<file path="src/rtl/vt100_report_encoder_pkg.sv">
// Shared types and constants for the VT100 host-bound report encoder.
package vt100_report_encoder_pkg;

  typedef enum logic [1:0] {
    IDLE,
    LOAD,
    SEND
  } encoder_state_t;

  typedef enum logic [1:0] {
    SRC_KEY,
    SRC_CPR,
    SRC_DA
  } source_t;

  localparam logic [7:0] KEY_UP    = 8'h80;
  localparam logic [7:0] KEY_DOWN  = 8'h81;
  localparam logic [7:0] KEY_RIGHT = 8'h82;
  localparam logic [7:0] KEY_LEFT  = 8'h83;
  localparam logic [7:0] KEY_PF1   = 8'h84;
  localparam logic [7:0] KEY_PF2   = 8'h85;
  localparam logic [7:0] KEY_PF3   = 8'h86;
  localparam logic [7:0] KEY_PF4   = 8'h87;

  localparam logic [7:0] ASC_ESC      = 8'h1B;
  localparam logic [7:0] ASC_LBRACKET = 8'h5B;
  localparam logic [7:0] ASC_O        = 8'h4F;
  localparam logic [7:0] ASC_SEMI     = 8'h3B;
  localparam logic [7:0] ASC_QMARK    = 8'h3F;
  localparam logic [7:0] ASC_ZERO     = 8'h30;
  localparam logic [7:0] ASC_ONE      = 8'h31;
  localparam logic [7:0] ASC_R        = 8'h52;
  localparam logic [7:0] ASC_C        = 8'h63;
  localparam logic [7:0] ASC_CUR_BASE = 8'h41;
  localparam logic [7:0] ASC_PF_BASE  = 8'h50;

  localparam int unsigned BUF_LEN = 10;

  // Codes above PF4 are swallowed without producing any bytes.
  function automatic logic key_emits(input logic [7:0] code);
    return code <= KEY_PF4;
  endfunction

  function automatic logic [7:0] bcd_ascii(input logic [3:0] digit);
    return {4'h3, digit};
  endfunction

endpackage

</file>
<file path="src/rtl/vt100_report_encoder_if.sv">
// Key, report-request and UART-TX signals of the report encoder.
interface vt100_report_encoder_if;
  logic       keyValid;
  logic [7:0] keyCode;
  logic       keyReady;
  logic       reqCpr;
  logic       reqDa;
  logic [7:0] cursor_x;
  logic [7:0] cursor_y;
  logic [7:0] txData;
  logic       txValid;
  logic       txReady;
  logic       busy;

  modport slave (
    input  keyValid, keyCode, reqCpr, reqDa, cursor_x, cursor_y, txReady,
    output keyReady, txData, txValid, busy
  );

  modport master (
    output keyValid, keyCode, reqCpr, reqDa, cursor_x, cursor_y, txReady,
    input  keyReady, txData, txValid, busy
  );
endinterface

</file>
<file path="src/rtl/vt100_report_encoder_bin2bcd.sv">
// Combinational 9-bit binary to three BCD digits (double dabble).
module vt100_report_encoder_bin2bcd (
  input  logic [8:0] bin,
  output logic [3:0] hundreds,
  output logic [3:0] tens,
  output logic [3:0] ones
);

  logic [20:0] sr;

  always_comb begin
    sr = {12'd0, bin};
    for (int unsigned i = 0; i < 9; i++) begin
      if (sr[12:9]  >= 4'd5) sr[12:9]  = sr[12:9]  + 4'd3;
      if (sr[16:13] >= 4'd5) sr[16:13] = sr[16:13] + 4'd3;
      if (sr[20:17] >= 4'd5) sr[20:17] = sr[20:17] + 4'd3;
      sr = sr << 1;
    end
    hundreds = sr[20:17];
    tens     = sr[16:13];
    ones     = sr[12:9];
  end

endmodule

</file>
<file path="src/rtl/vt100_report_encoder.sv">
// Serialises CPR/DA replies and keystrokes into VT100 bytes for the UART TX.
module vt100_report_encoder
  import vt100_report_encoder_pkg::*;
#(
  parameter bit          ENABLE_DA = 1'b1,
  parameter int unsigned DA_OPTION = 0
) (
  input logic                   clk,
  input logic                   rst,
  vt100_report_encoder_if.slave bus
);

  localparam logic [7:0] DA_DIGIT = ASC_ZERO + 8'(DA_OPTION);

  encoder_state_t state_q, state_d;
  source_t        src_q, src_d;
  logic           cpr_pend_q, cpr_pend_d;
  logic           da_pend_q, da_pend_d;
  logic           ready_q, busy_q;
  logic           take_key;
  logic [7:0]     key_q;
  logic [3:0]     len_q, idx_q, idx_d;
  logic [7:0]     buf_q  [BUF_LEN];
  logic [7:0]     ld_buf [BUF_LEN];
  logic [3:0]     ld_len;
  logic [3:0]     pos;

  logic da_req, cpr_any, da_any, key_ready, key_fire;
  logic [8:0] row_bin, col_bin;
  logic [3:0] row_h, row_t, row_o, col_h, col_t, col_o;

  assign da_req  = ENABLE_DA && bus.reqDa;
  assign cpr_any = cpr_pend_q | bus.reqCpr;
  assign da_any  = da_pend_q | da_req;

  // ready_q already implies IDLE with no stored flag; same-cycle requests still win.
  assign key_ready = ready_q & ~bus.reqCpr & ~da_req;
  assign key_fire  = bus.keyValid & key_ready;

  assign bus.keyReady = key_ready;
  assign bus.txValid  = (state_q == SEND);
  assign bus.txData   = (state_q == SEND) ? buf_q[idx_q] : '0;
  assign bus.busy     = busy_q;

  assign row_bin = {1'b0, bus.cursor_x} + 9'd1;
  assign col_bin = {1'b0, bus.cursor_y} + 9'd1;

  vt100_report_encoder_bin2bcd u_row_bcd (
    .bin      (row_bin),
    .hundreds (row_h),
    .tens     (row_t),
    .ones     (row_o)
  );

  vt100_report_encoder_bin2bcd u_col_bcd (
    .bin      (col_bin),
    .hundreds (col_h),
    .tens     (col_t),
    .ones     (col_o)
  );

  always_ff @(posedge clk or negedge rst) begin
    if (!rst) state_q <= IDLE;
    else      state_q <= state_d;
  end

  always_comb begin
    state_d    = state_q;
    src_d      = src_q;
    cpr_pend_d = cpr_any;
    da_pend_d  = da_any;
    idx_d      = idx_q;
    take_key   = 1'b0;
    case (state_q)
      IDLE: begin
        if (cpr_any) begin
          cpr_pend_d = 1'b0;
          src_d      = SRC_CPR;
          state_d    = LOAD;
        end else if (da_any) begin
          da_pend_d = 1'b0;
          src_d     = SRC_DA;
          state_d   = LOAD;
        end else if (key_fire) begin
          take_key = 1'b1;
          src_d    = SRC_KEY;
          if (key_emits(bus.keyCode)) state_d = LOAD;
        end
      end
      LOAD: begin
        idx_d   = '0;
        state_d = SEND;
      end
      SEND: begin
        if (bus.txReady) begin
          if (idx_q == len_q - 4'd1) begin
            idx_d   = '0;
            state_d = IDLE;
          end else begin
            idx_d = idx_q + 4'd1;
          end
        end
      end
      default: state_d = IDLE;
    endcase
  end

  // Sequence builder; the CPR digits drop leading zeros so the tail shifts left.
  always_comb begin
    for (int unsigned i = 0; i < BUF_LEN; i++) ld_buf[i] = '0;
    ld_len = '0;
    pos    = '0;
    case (src_q)
      SRC_KEY: begin
        if (!key_q[7]) begin
          ld_buf[0] = key_q;
          ld_len    = 4'd1;
        end else begin
          ld_buf[0] = ASC_ESC;
          ld_buf[1] = key_q[2] ? ASC_O : ASC_LBRACKET;
          ld_buf[2] = (key_q[2] ? ASC_PF_BASE : ASC_CUR_BASE) + {6'd0, key_q[1:0]};
          ld_len    = 4'd3;
        end
      end
      SRC_DA: begin
        ld_buf[0] = ASC_ESC;
        ld_buf[1] = ASC_LBRACKET;
        ld_buf[2] = ASC_QMARK;
        ld_buf[3] = ASC_ONE;
        ld_buf[4] = ASC_SEMI;
        ld_buf[5] = DA_DIGIT;
        ld_buf[6] = ASC_C;
        ld_len    = 4'd7;
      end
      SRC_CPR: begin
        ld_buf[0] = ASC_ESC;
        ld_buf[1] = ASC_LBRACKET;
        pos       = 4'd2;
        if (row_h != 4'd0) begin
          ld_buf[pos] = bcd_ascii(row_h);
          pos         = pos + 4'd1;
        end
        if (row_h != 4'd0 || row_t != 4'd0) begin
          ld_buf[pos] = bcd_ascii(row_t);
          pos         = pos + 4'd1;
        end
        ld_buf[pos] = bcd_ascii(row_o);
        pos         = pos + 4'd1;
        ld_buf[pos] = ASC_SEMI;
        pos         = pos + 4'd1;
        if (col_h != 4'd0) begin
          ld_buf[pos] = bcd_ascii(col_h);
          pos         = pos + 4'd1;
        end
        if (col_h != 4'd0 || col_t != 4'd0) begin
          ld_buf[pos] = bcd_ascii(col_t);
          pos         = pos + 4'd1;
        end
        ld_buf[pos] = bcd_ascii(col_o);
        pos         = pos + 4'd1;
        ld_buf[pos] = ASC_R;
        pos         = pos + 4'd1;
        ld_len      = pos;
      end
      default: ld_len = '0;
    endcase
  end

  always_ff @(posedge clk or negedge rst) begin
    if (!rst) begin
      src_q      <= SRC_KEY;
      key_q      <= '0;
      cpr_pend_q <= 1'b0;
      da_pend_q  <= 1'b0;
      ready_q    <= 1'b0;
      busy_q     <= 1'b0;
      idx_q      <= '0;
      len_q      <= '0;
      for (int unsigned i = 0; i < BUF_LEN; i++) buf_q[i] <= '0;
    end else begin
      src_q      <= src_d;
      cpr_pend_q <= cpr_pend_d;
      da_pend_q  <= da_pend_d;
      idx_q      <= idx_d;
      ready_q    <= (state_d == IDLE) & ~cpr_pend_d & ~da_pend_d;
      busy_q     <= (state_d != IDLE) | cpr_pend_d | da_pend_d;
      if (take_key) key_q <= bus.keyCode;
      if (state_q == LOAD) begin
        buf_q <= ld_buf;
        len_q <= ld_len;
      end
    end
  end

endmodule

</file>
<file path="src/flat_wrapper.sv">
// flat-port wrapper written by rule: the top's interface ports become plain ports
module vt100_report_encoder_flat import vt100_report_encoder_pkg::*;
#(
  parameter bit          ENABLE_DA = 1'b1,
  parameter int unsigned DA_OPTION = 0
)
  (clk, rst, bus_keyValid, bus_keyCode, bus_reqCpr, bus_reqDa, bus_cursor_x, bus_cursor_y, bus_txReady, bus_keyReady, bus_txData, bus_txValid, bus_busy);
  vt100_report_encoder_if bus_i ();
  input logic clk;
  input logic rst;
  input wire logic [$bits(bus_i.keyValid)-1:0] bus_keyValid;
  input wire logic [$bits(bus_i.keyCode)-1:0] bus_keyCode;
  input wire logic [$bits(bus_i.reqCpr)-1:0] bus_reqCpr;
  input wire logic [$bits(bus_i.reqDa)-1:0] bus_reqDa;
  input wire logic [$bits(bus_i.cursor_x)-1:0] bus_cursor_x;
  input wire logic [$bits(bus_i.cursor_y)-1:0] bus_cursor_y;
  input wire logic [$bits(bus_i.txReady)-1:0] bus_txReady;
  output wire logic [$bits(bus_i.keyReady)-1:0] bus_keyReady;
  output wire logic [$bits(bus_i.txData)-1:0] bus_txData;
  output wire logic [$bits(bus_i.txValid)-1:0] bus_txValid;
  output wire logic [$bits(bus_i.busy)-1:0] bus_busy;
  assign bus_i.keyValid = bus_keyValid;
  assign bus_i.keyCode = bus_keyCode;
  assign bus_i.reqCpr = bus_reqCpr;
  assign bus_i.reqDa = bus_reqDa;
  assign bus_i.cursor_x = bus_cursor_x;
  assign bus_i.cursor_y = bus_cursor_y;
  assign bus_i.txReady = bus_txReady;
  assign bus_keyReady = bus_i.keyReady;
  assign bus_txData = bus_i.txData;
  assign bus_txValid = bus_i.txValid;
  assign bus_busy = bus_i.busy;
  vt100_report_encoder #(.ENABLE_DA(ENABLE_DA), .DA_OPTION(DA_OPTION)) u_core (.clk(clk), .rst(rst), .bus(bus_i));
endmodule
</file>
<file path="config.mk">
export PLATFORM = sky130hd
export DESIGN_NAME = vt100_report_encoder_flat
export DESIGN_NICKNAME = d
export VERILOG_FILES = /design/src/rtl/vt100_report_encoder_pkg.sv /design/src/rtl/vt100_report_encoder_if.sv /design/src/rtl/vt100_report_encoder_bin2bcd.sv /design/src/rtl/vt100_report_encoder.sv /design/src/flat_wrapper.sv
export SDC_FILE = /design/constraint.sdc
export NUM_CORES = 1
export LEC_CHECK = 0
export CORE_AREA = 8 8 158 160
export CTS_CLUSTER_DIAMETER = 50
export DETAILED_ROUTE_END_ITERATION = 8
export DIE_AREA = 0 0 166 168
export SYNTH_ARGS = -nofsm -noshare
export SYNTH_HDL_FRONTEND = slang
export SYNTH_SLANG_ARGS = --single-unit
</file>
<file path="constraint.sdc">
create_clock -name clk -period 3.75 [get_ports clk]
set_input_delay 0.75 -clock clk [delete_from_list [all_inputs] [get_ports clk]]
set_output_delay 0.75 -clock clk [all_outputs]
set_load 0.03 [all_outputs]
</file>
### Metal 1

Scale bar: 50 um. Supply wires on this layer in grey.
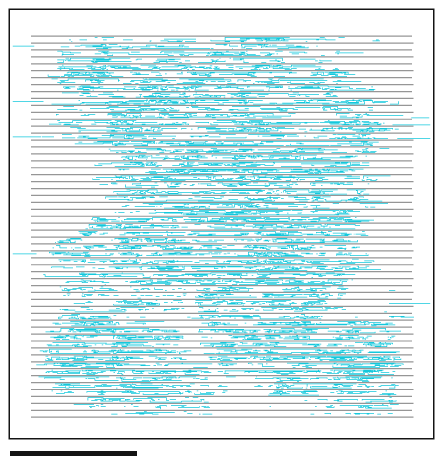
share of all routed wire	45%
longest straight run	45.8 um

==> run summary <==
The flow run is done. The final report gives the core utilization as 61.3%. Number of cells on the critical path landed at 51. In the hold report, the worst path ends at u_core.buf_q[69]. TritonCTS built the clock tree. The post-synth count of flops with an enable pin is 0. The number of antenna violations at the first check in global routing is 1. The critical path ends at u_core.len_q[3]. The endpoint identified for the worst register-to-register timing path is u_core.buf_q[44]. Detailed routing placed a total of 13.9 mm of wire on met2. Number of remaining DRC errors landed at 0.

The area recorded from the Yosys report for this design is 8840 um2. Number of hold violations in the final report landed at 0. The transition time recorded at the tightest slew-check pin is 1.15 ns.

Number of clock-tree buffers in the layout landed at 9. Summing over every cut layer, the via total after detailed routing is 9480. Met3 demand-to-capacity share in global routing landed at 3.23%. Setup violation total in the final timing report landed at 70. Clock latency at the later pin of the worst-skew pair landed at 0.35 ns. Ranked by total cell area, the synthesized netlist is headed by sky130_fd_sc_hd__dfrtp_1, sky130_fd_sc_hd__ha_1, sky130_fd_sc_hd__mux2i_1, sky130_fd_sc_hd__nand2_1, sky130_fd_sc_hd__o21ai_0. Register-to-register setup slack landed at 0.93 ns. Setup repair after global routing could not meet its margin everywhere. The switching portion of total power comes to 46.1%. Of the cells placed in the final design, the portion with a size suffix greater than 1 is 44.5%. Counting flops per register, the top entry is u_core.buf_q.

Mean area per synthesized cell landed at 8.60 um2. Vertical die dimension landed at 168 um. Ranking logic cells in the layout by count gives the top entries sky130_fd_sc_hd__buf_4, sky130_fd_sc_hd__dfrtp_1, sky130_fd_sc_hd__nand2_1, sky130_fd_sc_hd__nor2_1, sky130_fd_sc_hd__inv_1.

After its last routability iteration, the placer logged a weighted congestion of 0.905. Total internal power landed at 8.18 mW. Max-slew check failures listed in the final report amount to 0. Flop count landed at 94. Multi-input combinational cell area landed at 7360 um2. Of the combinational cells, the family taking the most area is AND-OR/OR-AND gates. Per the CTS log, the root buffer master is sky130_fd_sc_hd__clkbuf_16. The flow reports that the clock network draws 6.8% of the design power.

Dividing the detail-routed wire length by the instance count gives 17.9 um. The timing report shows the most common cell along the critical path to be sky130_fd_sc_hd__ha_4. The final layout contains 1455 nets.

Clock period minus final worst setup slack landed at 8.79 ns. The largest part of the power goes to combinational cells. The floorplan step set the die width to 166 um.

Post-route period utilization is reported as 234%. For this design the ratio of total power to cell area is 1110 nW/um2. The flow ran to the end, but the final reports show violations. Share of cell area taken by multi-input logic gates landed at 53.6%. Detailed routing placed a total of 1.69 mm of wire on met3. In this run the worst path has a maximum fanout of 7.

Count of instances resized after the clock tree is built landed at 155. Count of inserted tapcells landed at 285. Cell leakage power landed at 6.17 nW.

Global-route wire length before repair landed at 47.3 mm. On the critical path, the stage with the largest delay is an instance of sky130_fd_sc_hd__or4_4. Detailed placement ended at an HPWL of 22.3 mm. After clock tree synthesis, the flow added hold-fix buffers numbering 0. Filler cell count in the final layout landed at 1824.

Placed cell area landed at 12000 um2. Final non-filler cell total landed at 1658. Flip-flop count of the largest register after layout landed at 70. Per the OpenROAD floorplan log, the area of the core is 22400 um2. Yosys reported a register bit count of 94. The timing report notes that buffer and inverter cells on the critical path total 9. Per the synthesis report, the simple-gate share of the synthesized area is 19.0%. In the floorplan report the effective utilization is 39.5%. Count of plain and timing-repair buffers in the layout landed at 377. Maximum buffer depth of the clock tree landed at 2. Buffers inserted during post-CTS setup optimization landed at 19. Count of input and output buffers landed at 39. Summed over all nets, the switching power comes to 7.01 mW.

Logged for this run, the post-placement worst setup slack is -5.92 ns. Fraction of standard cell area that is sequential landed at 17.2%. Via count of the first global-routing pass landed at 9279. For the combinational group, total power comes out at 12.6 mW. The top cell type in the final layout, fill and taps aside, is sky130_fd_sc_hd__buf_4. After detailed routing, no signal wire sits above met5. STA classifies the critical path startpoint as an input port. In this run, the combinational gates consume 82.7% of the power.

Sequential cells were found to cover 26.6% of the synthesized design area. Sorting the Yosys area breakdown by cell type puts at the top sky130_fd_sc_hd__dfrtp_1. The synthesized netlist devotes 7.93% of its cell area to adder and majority cells.

Compound-cell area share of the yosys netlist landed at 26.1%. Entering global routing, the biggest net connects 73 pins. Yosys reports that the leading cell type by area covers 26.6% of the netlist area.

Unique cell type count in the Yosys netlist landed at 95. After global routing the overflow that remains totals 0. The completed layout was analyzed and its total power is 15.2 mW. Grouping stages by cell kind, the critical path spends the most delay in simple AND/OR/NAND/NOR gates. The commonest register cell is sky130_fd_sc_hd__dfrtp_1. Area taken by flip-flops and latches landed at 2350 um2. Flip-flop and latch power landed at 1.59 mW. Multi-input combinational cell count landed at 831. Number of vias per cell after detailed routing landed at 5.72. Post-detailed-route count of antenna-violating nets landed at 0. The checks that failed: setup timing. Total clock network power landed at 1.04 mW. Chip area landed at 27900 um2.

Mux share of post-synthesis cell area landed at 12.1%. The critical path starts at bus_cursor_y[4]. Per report_power, the sequential group accounts for 10.4% of the total.

Note that the worst hold path type here is reg -> reg. STA classifies the critical path endpoint as a register. Yosys synthesis warning count landed at 0.

Final worst-path setup slack landed at -5.04 ns. The worst VDD IR drop from the latest analysis is 0.755 mV. Data on the critical path is required at its endpoint by 3.98 ns. Number of clock sinks seen by CTS landed at 94. Per the synth stats, the proportion of register bits with asynchronous set or reset is 100%. On the final layout, the worst hold slack is 0.476 ns. The CTS report gives the tree buffer count as 9. The final layout contains routed wiring with a total length of 29.7 mm. From synthesis to final layout, the design area changed by 55.2%. Non-clock buffering takes up 22.5% of total cell area after layout. Based on the critical path, the design can be clocked at up to 0.114 GHz.

After synthesis, the most frequently instantiated cells are sky130_fd_sc_hd__nand2_1, sky130_fd_sc_hd__dfrtp_1, sky130_fd_sc_hd__nor2_1. Number of logic inverters in the finished layout landed at 56. Of all the cell area in the finished design, the clock network holds 2.45%. For this block, the initial DRC count from the detailed router was 807. Met2 capacity usage during global routing landed at 33.6%. The cell-mix breakdown from Yosys lists the XOR/XNOR area share as 3.55%. The repair_antennas step left the layout with diodes totalling 0.

Number of instances in the synthesized netlist landed at 1027. Count of tool warnings landed at 55. Between clock sinks in the finished design, the worst skew comes to 0.00538 ns. Checking max transition, the worst relative margin is 23.0%.

The most common cell in the synthesized netlist is sky130_fd_sc_hd__nand2_1. Total negative slack for setup checks landed at -339.79 ns. The cell area that synthesis handed to floorplanning was 8840 um2. When the netlist entered floorplanning its net count stood at 1113. Looking at hold timing, the worst path starts from u_core.buf_q[69].

Data arrives at the worst endpoint at 9.02 ns. Among all cell classes, the greatest summed area belongs to logic gates. Count of standard-cell rows landed at 55.
### Routing congestion map

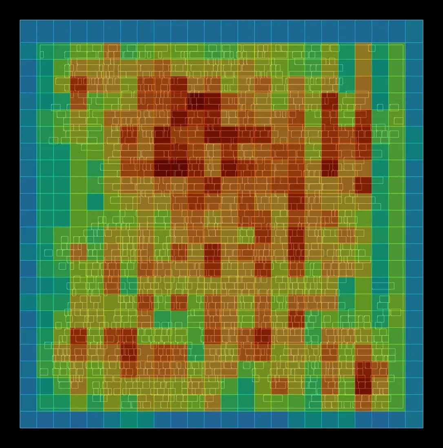
gr usage total: 20.2%
met1 global-route usage: 27.1%
gr busiest metal: met2

No activity file was given, so power comes from the tool's default toggle rates.
